===== src/rtl/hazard_unit.sv =====
// Hazard detector for the ID stage: EXE/MEM destination shadows plus a multiply busy counter.
// Define HAZARD_FORWARDING_EN to stall only on load-use/multiply and emit forwarding selects.
module hazard_unit #(
    parameter int REG_ADDR_LEN = 5,
    parameter int MULT_LAT     = 4
) (
    input  logic                    clk,
    input  logic                    rst,
    input  logic                    id_valid,
    input  logic [REG_ADDR_LEN-1:0] id_src1,
    input  logic [REG_ADDR_LEN-1:0] id_src2,
    input  logic                    id_src2_used,
    input  logic [REG_ADDR_LEN-1:0] id_dest,
    input  logic                    id_wb_en,
    input  logic                    id_mem_r_en,
    input  logic                    id_is_mult,
    output logic                    hazard_detected,
    output logic                    exe_freeze,
    output logic [1:0]              fwd_src1,
    output logic [1:0]              fwd_src2,
    output logic [15:0]             stall_count
);
    localparam int CNT_W = $clog2(MULT_LAT) + 1;

    typedef struct packed {
        logic                    valid;
        logic                    wb_en;
        logic                    mem_r_en;
        logic [REG_ADDR_LEN-1:0] dest;
    } exe_shadow_t;

    typedef struct packed {
        logic                    valid;
        logic                    wb_en;
        logic [REG_ADDR_LEN-1:0] dest;
    } mem_shadow_t;

    exe_shadow_t      exe_sh;
    mem_shadow_t      mem_sh;
    logic [CNT_W-1:0] mult_cnt;

    logic mult_busy;
    logic exe_hit1, exe_hit2, mem_hit1, mem_hit2;
    logic raw_stall;
    logic [1:0] fwd1_raw, fwd2_raw;

    assign mult_busy = (mult_cnt != '0);

    // A producer of r0 never creates a dependence; src2 only counts when it is read.
    always_comb begin
        exe_hit1 = id_valid && exe_sh.valid && exe_sh.wb_en && (exe_sh.dest != '0)
                   && (exe_sh.dest == id_src1);
        exe_hit2 = id_valid && id_src2_used && exe_sh.valid && exe_sh.wb_en
                   && (exe_sh.dest != '0) && (exe_sh.dest == id_src2);
        mem_hit1 = id_valid && mem_sh.valid && mem_sh.wb_en && (mem_sh.dest != '0)
                   && (mem_sh.dest == id_src1);
        mem_hit2 = id_valid && id_src2_used && mem_sh.valid && mem_sh.wb_en
                   && (mem_sh.dest != '0) && (mem_sh.dest == id_src2);
    end

`ifdef HAZARD_FORWARDING_EN
    assign raw_stall = exe_sh.mem_r_en && (exe_hit1 || exe_hit2);

    // EXE holds the younger producer so it wins; a load in EXE has no result to forward yet.
    always_comb begin
        fwd1_raw = 2'b00;
        fwd2_raw = 2'b00;
        if (exe_hit1)      fwd1_raw = exe_sh.mem_r_en ? 2'b00 : 2'b01;
        else if (mem_hit1) fwd1_raw = 2'b10;
        if (exe_hit2)      fwd2_raw = exe_sh.mem_r_en ? 2'b00 : 2'b01;
        else if (mem_hit2) fwd2_raw = 2'b10;
    end
`else
    logic unused_exe_mem_r_en;

    assign raw_stall = exe_hit1 || exe_hit2 || mem_hit1 || mem_hit2;
    assign fwd1_raw  = 2'b00;
    assign fwd2_raw  = 2'b00;
    // Load flag is only consulted when forwarding is built in.
    assign unused_exe_mem_r_en = exe_sh.mem_r_en;
`endif

    assign hazard_detected = !rst && (raw_stall || mult_busy);
    assign exe_freeze      = !rst && mult_busy;
    assign fwd_src1        = rst ? 2'b00 : fwd1_raw;
    assign fwd_src2        = rst ? 2'b00 : fwd2_raw;

    always_ff @(posedge clk) begin
        if (rst) begin
            exe_sh      <= '0;
            mem_sh      <= '0;
            mult_cnt    <= '0;
            stall_count <= '0;
        end else begin
            // Freeze holds the multiply in EXE and drains a bubble into MEM.
            if (exe_freeze) begin
                mem_sh <= '0;
            end else begin
                mem_sh.valid <= exe_sh.valid;
                mem_sh.wb_en <= exe_sh.wb_en;
                mem_sh.dest  <= exe_sh.dest;
                if (hazard_detected) begin
                    exe_sh <= '0;
                end else begin
                    exe_sh.valid    <= id_valid;
                    exe_sh.wb_en    <= id_wb_en;
                    exe_sh.mem_r_en <= id_mem_r_en;
                    exe_sh.dest     <= id_dest;
                end
            end

            if (!hazard_detected && id_valid && id_is_mult)
                mult_cnt <= CNT_W'(MULT_LAT - 1);
            else if (mult_busy)
                mult_cnt <= mult_cnt - CNT_W'(1);

            if (hazard_detected && (stall_count != 16'hFFFF))
                stall_count <= stall_count + 16'd1;
        end
    end
endmodule


===== config.mk =====
export PLATFORM = sky130hd
export DESIGN_NAME = hazard_unit
export DESIGN_NICKNAME = d
export VERILOG_FILES = /design/src/rtl/hazard_unit.sv
export SDC_FILE = /design/constraint.sdc
export NUM_CORES = 1
export LEC_CHECK = 0
export CORE_ASPECT_RATIO = 0.7
export CORE_MARGIN = 2
export CORE_UTILIZATION = 40
export CTS_CLUSTER_SIZE = 20
export DETAILED_ROUTE_END_ITERATION = 10
export GPL_TIMING_DRIVEN = 0
export PLACE_DENSITY_LB_ADDON = 0.3
export SYNTH_ARGS = -nofsm -noshare
export SYNTH_HDL_FRONTEND = slang
export SYNTH_SLANG_ARGS = --single-unit
export TNS_END_PERCENT = 100

===== constraint.sdc =====
create_clock -name clk -period 6.6 [get_ports clk]
set_clock_uncertainty 0.2 [all_clocks]
set_input_delay 1.65 -clock clk [delete_from_list [all_inputs] [get_ports clk]]
set_output_delay 1.65 -clock clk [all_outputs]
set_load 0.03 [all_outputs]

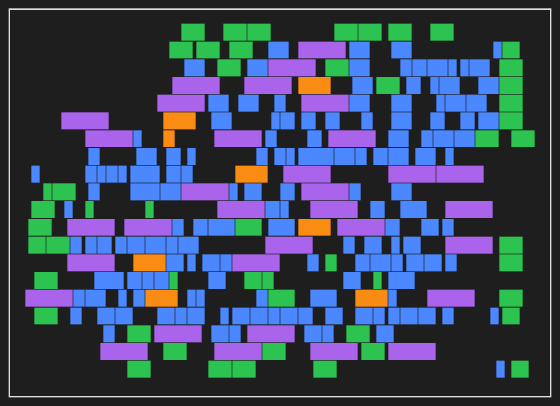
Fig. 1. Placement by cell class.
[blue] remaining logic cells | cells: 151
[purple] registers | cells: 33
[orange] clock drivers and dummy loads | cells: 8
[green] remaining buffers and delay cells | cells: 51

==> impl_metrics.toml <==
# synthesis and place-and-route metrics
[clocking]
numCtsBuffers = 5
insertion_delay_ps = 290
root_buffer = "clkbuf_8"
ctsResizeCount = 0
post_cts_buffers = 0

[die]
ioPinCount = 44
initCoreUtil_pct = 40.9
n_tap_cell = 55

[job]
warnings = 28

[yosys]
ys_seq_share_pct = 38.0
mux_share_pct = 0.647
top_cells_by_area = "dfxtp_1 (38%), xnor2_1 (11%), or4_1 (5.6%)"
ys.flops = 33
synthesis.area_um2 = 1740
yosys_cells = 195
yosys.area_share.simple_pct = 24.3

[layout]
layout.nonclk_buf_share_pct = 20.0
reg_top3 = "stall_count: 16 flops, exe_sh: 7 flops, mem_sh: 7 flops"
logic_area_um2 = 986
clock_cell_area_share_pct = 4.42
insertedDiodeCount = 0
seq_area_um2 = 661
n_all_buffers = 51
lay_top_count = "clkdlybuf4s50_1"

[global_route]
antenna_found_initial = 0
grt_max_degree = 11
grtUsageMet3_pct = 5.71
grt_busiest_layer = "met1"

[setup_path]
cpPeakStageDelay_ps = 610
r2r_end = "stall_count[7]$_SDFFE_PP0P_"
worstPathRequired_ps = 4750
crit_slowest_cell = "clkdlybuf4s50_1"
cpLargestDelayFamily = "buffers and inverters"

[placed_design]
dp_cells = 290
dpl_cell_area_um2 = 2190

[run_status]
outcome = "finished clean"

[sta]
whs_ps = 291
worstMarginPinSlew_ps = 641
fin_crit_ps = 6100
min_period_over_period_pct = 92.4
finalSetupViolations = 0

[route]
routed.top_layer = "met4"
drt-total-wl_mm = 4.08

[pwr]
ir_drop_mv = 0.237
clock_power_share_pct = 23.4
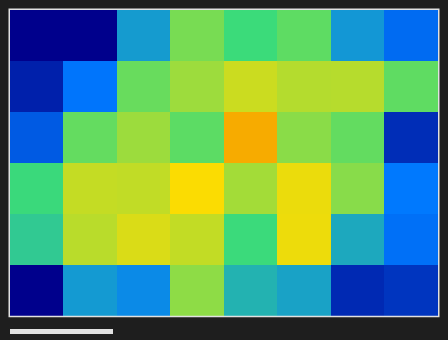
Fig. 2. Cell density map.
Bar = 20 um. The die is cut into 8 by 6 equal tiles; dark blue is low, red is high, 0 to 100% covered.
tiles over 75% full: 2.1%
emptiest ninth of the die: top left
fullest tile: 81%

